**Run 1: signal wires on met1**

The bar under the picture is 50 um long. Cells faint in the background.
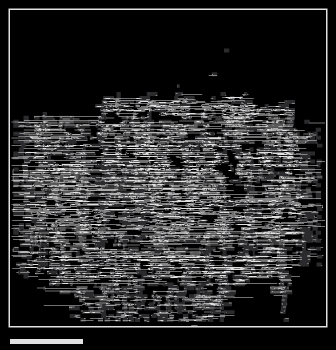
**Run 1: metal 2**

Cells faint in the background.
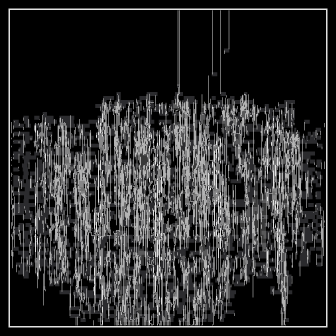
**Run 1: signal wires on met3**

The bar under the picture is 50 um long. Cells faint in the background.
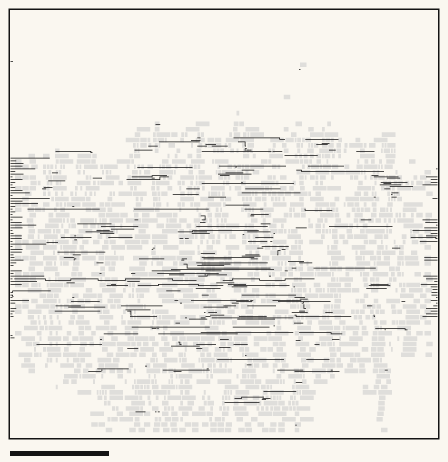
`config.mk`:
```
export PLATFORM = sky130hd
export DESIGN_NAME = as_qspi
export DESIGN_NICKNAME = d
export VERILOG_FILES = /design/src/rtl/as_pack.sv /design/src/rtl/as_qspi_shift.sv /design/src/rtl/as_qspi.sv
export SDC_FILE = /design/constraint.sdc
export NUM_CORES = 1
export LEC_CHECK = 0
export CAP_MARGIN = 40
export CORE_MARGIN = 2
export CORE_UTILIZATION = 32
export CTS_BUF_LIST = sky130_fd_sc_hd__clkbuf_4
export DETAILED_ROUTE_END_ITERATION = 16
export SETUP_SLACK_MARGIN = 0.05
export SYNTH_ARGS = -nofsm -noshare
export SYNTH_HDL_FRONTEND = slang
export SYNTH_SLANG_ARGS = --single-unit
```
`constraint.sdc`:
```
create_clock -name clk_i -period 7.4 [get_ports clk_i]
set_clock_uncertainty 0.15 [all_clocks]
set_input_delay 1.85 -clock clk_i [delete_from_list [all_inputs] [get_ports clk_i]]
set_output_delay 1.85 -clock clk_i [all_outputs]
set_load 0.01 [all_outputs]
```
`src/rtl/as_pack.sv`:
```
// Shared constants, register map and types for the QSPI master slot.
package as_pack;

    localparam int unsigned qspi_addr_width = 4;
    localparam int unsigned data_width      = 64;

    localparam logic [qspi_addr_width-1:0] REG_CTRL   = 4'd0;
    localparam logic [qspi_addr_width-1:0] REG_DIV    = 4'd1;
    localparam logic [qspi_addr_width-1:0] REG_TX     = 4'd2;
    localparam logic [qspi_addr_width-1:0] REG_RX     = 4'd3;
    localparam logic [qspi_addr_width-1:0] REG_STATUS = 4'd4;

    localparam int unsigned CTRL_START  = 0;
    localparam int unsigned CTRL_QUAD   = 1;
    localparam int unsigned CTRL_DIR    = 2;
    localparam int unsigned CTRL_HOLD   = 3;
    localparam int unsigned CTRL_NB_LSB = 4;

    typedef enum logic [1:0] {IDLE, CS_SETUP, SHIFT, CS_END} qspi_state_t;

    typedef struct packed {
        logic       quad;
        logic       dir;
        logic       hold;
        logic [2:0] nb;
    } qspi_cfg_t;

endpackage

```
`src/rtl/as_qspi_shift.sv`:
```
// SCK divider plus shift/sample engine; one transfer of 1..8 bytes per start pulse.
module as_qspi_shift
    import as_pack::*;
(
    input  logic             clk_i,
    input  logic             rst_i,
    input  logic             start_i,
    input  logic             release_i,
    input  qspi_cfg_t        cfg_i,
    input  logic [7:0]       div_i,
    input  logic [63:0]      tx_i,
    input  logic [3:0]       dat_i,
    output logic             busy_o,
    output logic             done_o,
    output logic [63:0]      rx_o,
    output logic             sck_o,
    output logic             cs_n_o,
    output logic [3:0]       dat_o,
    output logic [3:0]       oe_o
);

    qspi_state_t state_q, state_d;
    qspi_cfg_t   cfg_q, cfg_d;
    logic [7:0]  hc_q, hc_d;
    logic        ph_q, ph_d;
    logic [6:0]  cnt_q, cnt_d;
    logic [63:0] sh_q, sh_d;
    logic [63:0] rx_q, rx_d;
    logic        sck_q, sck_d;
    logic        cs_n_q, cs_n_d;
    logic [3:0]  nbytes;
    logic        hc_end;

    assign nbytes = {1'b0, cfg_i.nb} + 4'd1;
    assign hc_end = (hc_q == div_i);

    always_comb begin
        state_d = state_q;
        cfg_d   = cfg_q;
        hc_d    = hc_q;
        ph_d    = ph_q;
        cnt_d   = cnt_q;
        sh_d    = sh_q;
        rx_d    = rx_q;
        sck_d   = sck_q;
        cs_n_d  = cs_n_q;
        done_o  = 1'b0;
        case (state_q)
            IDLE: begin
                if (start_i) begin
                    state_d = CS_SETUP;
                    cfg_d   = cfg_i;
                    // Left-align the N-byte payload so the first bit is always sh[63].
                    sh_d    = tx_i << {~cfg_i.nb, 3'b000};
                    rx_d    = '0;
                    cnt_d   = cfg_i.quad ? {2'b00, nbytes, 1'b0} : {nbytes, 3'b000};
                    hc_d    = '0;
                    ph_d    = 1'b0;
                    sck_d   = 1'b0;
                    cs_n_d  = 1'b0;
                end else if (release_i) begin
                    cs_n_d = 1'b1;
                end
            end
            CS_SETUP: begin
                if (hc_end) begin
                    hc_d    = '0;
                    ph_d    = 1'b0;
                    state_d = SHIFT;
                end else begin
                    hc_d = hc_q + 8'd1;
                end
            end
            SHIFT: begin
                if (!hc_end) begin
                    hc_d = hc_q + 8'd1;
                end else begin
                    hc_d = '0;
                    if (!ph_q) begin
                        ph_d  = 1'b1;
                        sck_d = 1'b1;
                        if (!cfg_q.quad)
                            rx_d = {rx_q[62:0], dat_i[1]};
                        else if (cfg_q.dir)
                            rx_d = {rx_q[59:0], dat_i};
                    end else begin
                        ph_d  = 1'b0;
                        sck_d = 1'b0;
                        sh_d  = cfg_q.quad ? (sh_q << 4) : (sh_q << 1);
                        cnt_d = cnt_q - 7'd1;
                        if (cnt_q == 7'd1)
                            state_d = CS_END;
                    end
                end
            end
            CS_END: begin
                if (hc_end) begin
                    hc_d    = '0;
                    state_d = IDLE;
                    done_o  = 1'b1;
                    cs_n_d  = ~cfg_q.hold;
                end else begin
                    hc_d = hc_q + 8'd1;
                end
            end
            default: state_d = IDLE;
        endcase
    end

    always_ff @(posedge clk_i) begin
        if (rst_i) begin
            state_q <= IDLE;
            cfg_q   <= '0;
            hc_q    <= '0;
            ph_q    <= 1'b0;
            cnt_q   <= '0;
            sh_q    <= '0;
            rx_q    <= '0;
            sck_q   <= 1'b0;
            cs_n_q  <= 1'b1;
        end else begin
            state_q <= state_d;
            cfg_q   <= cfg_d;
            hc_q    <= hc_d;
            ph_q    <= ph_d;
            cnt_q   <= cnt_d;
            sh_q    <= sh_d;
            rx_q    <= rx_d;
            sck_q   <= sck_d;
            cs_n_q  <= cs_n_d;
        end
    end

    always_comb begin
        dat_o = '0;
        oe_o  = '0;
        if (state_q != IDLE) begin
            if (!cfg_q.quad) begin
                dat_o = {3'b000, sh_q[63]};
                oe_o  = 4'b0001;
            end else if (!cfg_q.dir) begin
                dat_o = sh_q[63:60];
                oe_o  = 4'b1111;
            end
        end
    end

    assign busy_o = (state_q != IDLE);
    assign rx_o   = rx_q;
    assign sck_o  = sck_q;
    assign cs_n_o = cs_n_q;

endmodule

```
`src/rtl/as_qspi.sv`:
```
// Wishbone register file for the QSPI slot; wraps the shift engine.
module as_qspi
    import as_pack::*;
(
    input  logic                       clk_i,
    input  logic                       rst_i,
    input  logic [qspi_addr_width-1:0] wbdAddr_i,
    input  logic [data_width-1:0]      wbdDat_i,
    output logic [data_width-1:0]      wbdDat_o,
    input  logic                       wbdWe_i,
    input  logic [7:0]                 wbdSel_i,
    input  logic                       wbdStb_i,
    input  logic                       wbdCyc_i,
    output logic                       wbdAck_o,
    output logic                       qspi_sck_o,
    output logic                       qspi_cs_n_o,
    output logic [3:0]                 qspi_dat_o,
    output logic [3:0]                 qspi_oe_o,
    input  logic [3:0]                 qspi_dat_i
);

    logic [6:1]            ctrl_q;
    logic [7:0]            div_q;
    logic [data_width-1:0] tx_q;
    logic                  done_q;
    logic                  ack_q;
    logic [data_width-1:0] rdat_q;
    logic [data_width-1:0] rd_val;
    logic [data_width-1:0] rx;
    logic                  acc, wr, ctrl_wr, start, rel, busy, done_p;
    qspi_cfg_t             cfg;

    assign acc     = wbdStb_i & wbdCyc_i & ~ack_q;
    assign wr      = acc & wbdWe_i;
    assign ctrl_wr = wr & (wbdAddr_i == REG_CTRL) & wbdSel_i[0] & ~busy;
    assign start   = ctrl_wr & wbdDat_i[CTRL_START];
    assign rel     = ctrl_wr & ~wbdDat_i[CTRL_HOLD];

    always_comb begin
        cfg.quad = wbdDat_i[CTRL_QUAD];
        cfg.dir  = wbdDat_i[CTRL_DIR];
        cfg.hold = wbdDat_i[CTRL_HOLD];
        cfg.nb   = wbdDat_i[CTRL_NB_LSB +: 3];
    end

    always_comb begin
        rd_val = '0;
        case (wbdAddr_i)
            REG_CTRL:   rd_val[6:1] = ctrl_q;
            REG_DIV:    rd_val[7:0] = div_q;
            REG_TX:     rd_val      = tx_q;
            REG_RX:     rd_val      = rx;
            REG_STATUS: rd_val[1:0] = {done_q, busy};
            default:    rd_val      = '0;
        endcase
    end

    always_ff @(posedge clk_i) begin
        if (rst_i) begin
            ctrl_q <= '0;
            div_q  <= '0;
            tx_q   <= '0;
            done_q <= 1'b0;
            ack_q  <= 1'b0;
            rdat_q <= '0;
        end else begin
            ack_q  <= acc;
            rdat_q <= (acc & ~wbdWe_i) ? rd_val : '0;
            if (ctrl_wr)
                ctrl_q <= wbdDat_i[6:1];
            if (wr && (wbdAddr_i == REG_DIV) && wbdSel_i[0] && !busy)
                div_q <= wbdDat_i[7:0];
            if (wr && (wbdAddr_i == REG_TX) && !busy) begin
                for (int unsigned b = 0; b < 8; b++)
                    if (wbdSel_i[b])
                        tx_q[b*8 +: 8] <= wbdDat_i[b*8 +: 8];
            end
            if (start)
                done_q <= 1'b0;
            else if (done_p)
                done_q <= 1'b1;
            else if (wr && (wbdAddr_i == REG_STATUS) && wbdSel_i[0] && wbdDat_i[1])
                done_q <= 1'b0;
        end
    end

    as_qspi_shift u_shift (
        .clk_i     (clk_i),
        .rst_i     (rst_i),
        .start_i   (start),
        .release_i (rel),
        .cfg_i     (cfg),
        .div_i     (div_q),
        .tx_i      (tx_q),
        .dat_i     (qspi_dat_i),
        .busy_o    (busy),
        .done_o    (done_p),
        .rx_o      (rx),
        .sck_o     (qspi_sck_o),
        .cs_n_o    (qspi_cs_n_o),
        .dat_o     (qspi_dat_o),
        .oe_o      (qspi_oe_o)
    );

    assign wbdDat_o = rdat_q;
    assign wbdAck_o = ack_q;

endmodule

```
==> notes.md, run 1 <==
fresh numbers from the pnr run: status=completed, Max stage delay on crit path=0.80 ns, fp util=32.6%, Layout area overhead=20.2%, Logic Gate Count=1094, vias in the first global route=12524, Setup crit end=qspi_dat_o[2], drt initial violations=approximately 1200, ys flop type=dfxtp_1, # Cells Yosys=1553, crit end category=primary output, Hold Buf Count CTS=0, power density over the cells=approximately 200 nW/um^2, Syn Nets=~1600, buffers plus inverters on the worst setup path=2, xor+xnor area frac=0.665%, clk root buf=clkbuf_4, post-CTS sizing=0, Setup Viol. Count Final=0, Non-clock buffers=~180, Post-Syn Area=around 14000 um^2, max_slew headroom=around 36%, Fill cells=4453, r2r endpoint=u_shift.sh_q[3]$_SDFFE_PP0P_, flop count=slightly below 300, CTS buffer count=76, Die ar.=between 40000 and 50000 um^2, crit path cell chain=inv_1, ha_1, nor2_1, and2_1, clkdlybuf4s50_1, drt pass-1 iters=7, total gr overflow=0, register area=a little under 6000 um^2, area leader, netlist=dfxtp_1, Switching Share=around 28%, Log Warnings=30, busiest grt layer=met2, Post-Route M1 WL=approximately 21000 um, Top class by area=multi-input combinational cells, slew of the pin with the lowest slew margin=around 0.96 ns, Combinational Power=0.409 mW, WL met3=between 3000 and 4000 um, drt wl/cell=20.4 um, Die Width=roughly 220 um, gpl congestion=0.859, worst skew pair latency=roughly 0.73 ns, met2 routed WL=about 22000 um, placed cell count=about 2200, DRC violation count after routing=0, worst setup slack after layout=around 2.1 ns, hold depth=1, most numerous logic cell after layout=dfxtp_1, Area contributors post-synth=dfxtp_1, mux2i_1, mux4_2, cycle use final=a little under three quarters, Mapped Cells=roughly 1600, VDD IR max=0.102 mV, Adder Area Share=0.691%, final instance area=between 15000 and 20000 um^2, RR Startpoint=u_shift.state_q[0]$_SDFFE_PP0P_, Lkg Pwr=about 5.1 nW, clock group share of total power=about two fifths, CP top delay family=simple AND/OR/NAND/NOR gates, Post-synth regs=between 200 and 300, final cell count without fillers=between 2000 and 2500, post-CTS setup buffer count=0, port buffer count=159, Reg power frac=between 40% and 50%, net switching power=0.986 mW, Hold Startpoint=u_shift.rx_o[63]$_SDFFE_PP0P_, Core ar.=between 40000 and 50000 um^2, Reg2Reg Depth=7, Fin Setup TNS=0 ns, CTS tree=done, MI comb area=7900 um^2, asr flop ratio synth=0%, CP startpoint=u_shift.state_q[0]$_SDFFE_PP0P_, CP Depth=5, crit path time final=~5.3 ns, most frequent cells in the layout=dfxtp_1, a21oi_1, clkdlybuf4s50_1, Highest Clock Rate=between 150 and 200 MHz, CTS H-tree depth=3, Critical-path top delay cell=nor2_1, pre-CTS WS=approximately 2.1 ns, Hold Crit Endpoint=u_shift.rx_o[63]$_SDFFE_PP0P_, Clock Pin Slew Worst Setup and Hold Paths=~0.070 ns, Top non-seq family=AND-OR/OR-AND gates, register share after synthesis=~41%, Max Root-Sink Buffers=3, hpwl dp=between 30000 and 40000 um
About 'signal wires on met1':
longest straight run	53.4 um
nets with wire on the layer	1606
share of all routed wire	45%
main direction	horizontal
wire length on this layer	20.9 mm
GR Util met1: 26.4%
Vias: 12970
final WL: 47000 um

About 'metal 2':
wire length on this layer	21.6 mm
nets with wire on the layer	1438
longest straight run	64.6 um
global routing usage on met2: 31.0%

About 'signal wires on met3':
main direction	horizontal
wire length on this layer	3170 um
nets with wire on the layer	223
met3 Track Usage GR: 3.38%

**Run 1: register map, names as in the netlist**

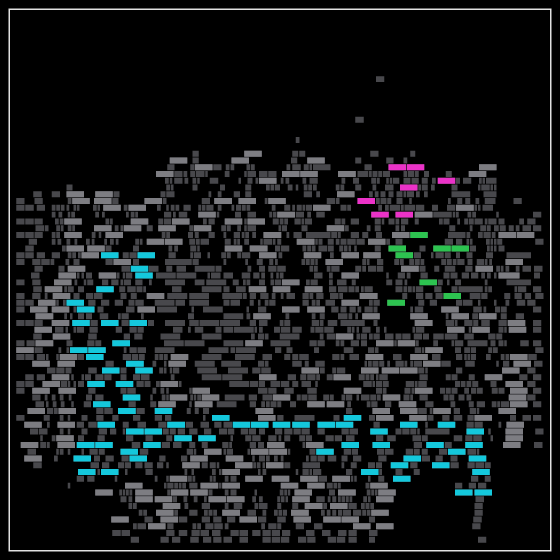

==> run 1 -> run 2 <==
Clock period 7.4 ns to 4.65 ns, I/O delays scaled along.
**Run 2: register map, names as in the netlist**

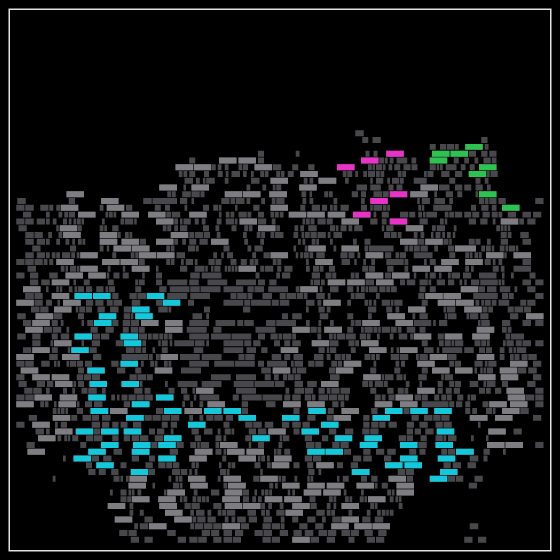
colour	netlist name	sequential cells
magenta	`u_shift.cnt_q`	7
cyan	`u_shift.rx_o`	64
green	`u_shift.hc_q`	8
Seq power: 2.66 mW
sequential share of cell area: 33.8%
register area: 5910 um^2
final core utilization: 39.3%

**Run 2: metal 2**

Cells faint in the background.
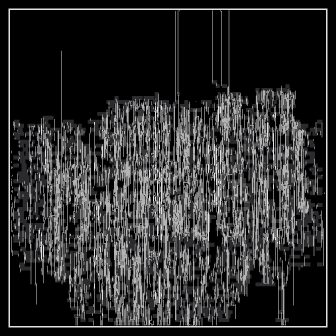
final WL: 46900 um
Vias: 13061
global routing usage on met2: 30.8%

==> run 2 against run 1 <==
Sequential share of layout area down 0.12 points. Worst setup slack worse by 1.9 ns. Via count up 0.70%. Die size unchanged. Critical path type unchanged. Largest cell class unchanged.
==> notes.md, run 2 <==
fresh numbers from the pnr run: status=completed, Non-clock buffers=190 (+3.8%), # Cells Yosys=1553 (unchanged), power density over the cells=323 nW/um^2 (+61%), drt initial violations=1307 (+5.2%), Log Warnings=32 (+6.7%), hold depth=2 (+1), pre-CTS WS=0.676 ns (-1.42 ns), MI comb area=7900 um^2 (about the same), CTS tree=done, Layout area overhead=20.6%, most numerous logic cell after layout=dfxtp_1, gpl congestion=0.859 (about the same), xor+xnor area frac=0.665% (unchanged), Max stage delay on crit path=0.65 ns (-0.15 ns), r2r endpoint=u_shift.rx_o[63]$_SDFFE_PP0P_, slew of the pin with the lowest slew margin=0.838 ns (-0.122 ns), Setup crit end=qspi_dat_o[2], Post-Route M1 WL=20600 um (-1.4%), Top non-seq family=AND-OR/OR-AND gates, buffers plus inverters on the worst setup path=2 (unchanged), final instance area=17500 um^2 (+0.37%), Reg2Reg Depth=9 (+2), Die ar.=47000 um^2 (unchanged), Die Width=217 um (unchanged), total gr overflow=0 (unchanged), Clock Pin Slew Worst Setup and Hold Paths=0.06 ns (about the same), Syn Nets=1646 (unchanged), Post-Syn Area=14500 um^2 (unchanged), CP top delay family=simple AND/OR/NAND/NOR gates, Lkg Pwr=5.18 nW (+0.97%), most frequent cells in the layout=dfxtp_1, a21oi_1, clkdlybuf4s50_1, CTS H-tree depth=3 (unchanged), Highest Clock Rate=226 MHz, cycle use final=between 90% and 100%, worst setup slack after layout=0.233 ns (-1.91 ns), port buffer count=159 (unchanged), Hold Crit Endpoint=u_shift.cfg_q[3]$_SDFFE_PP0P_, Area contributors post-synth=dfxtp_1, mux2i_1, mux4_2
**Run 2: cell outlines without signal wires**

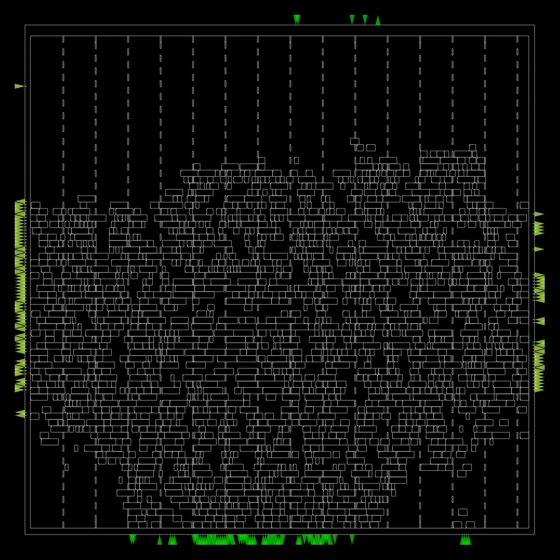
flop count: 295
# Taps: 592
Row Count: 77
Fill cells: 4403
final cell count without fillers: 2316

Power figures rest on the tool's default switching activity, not on a simulated workload.
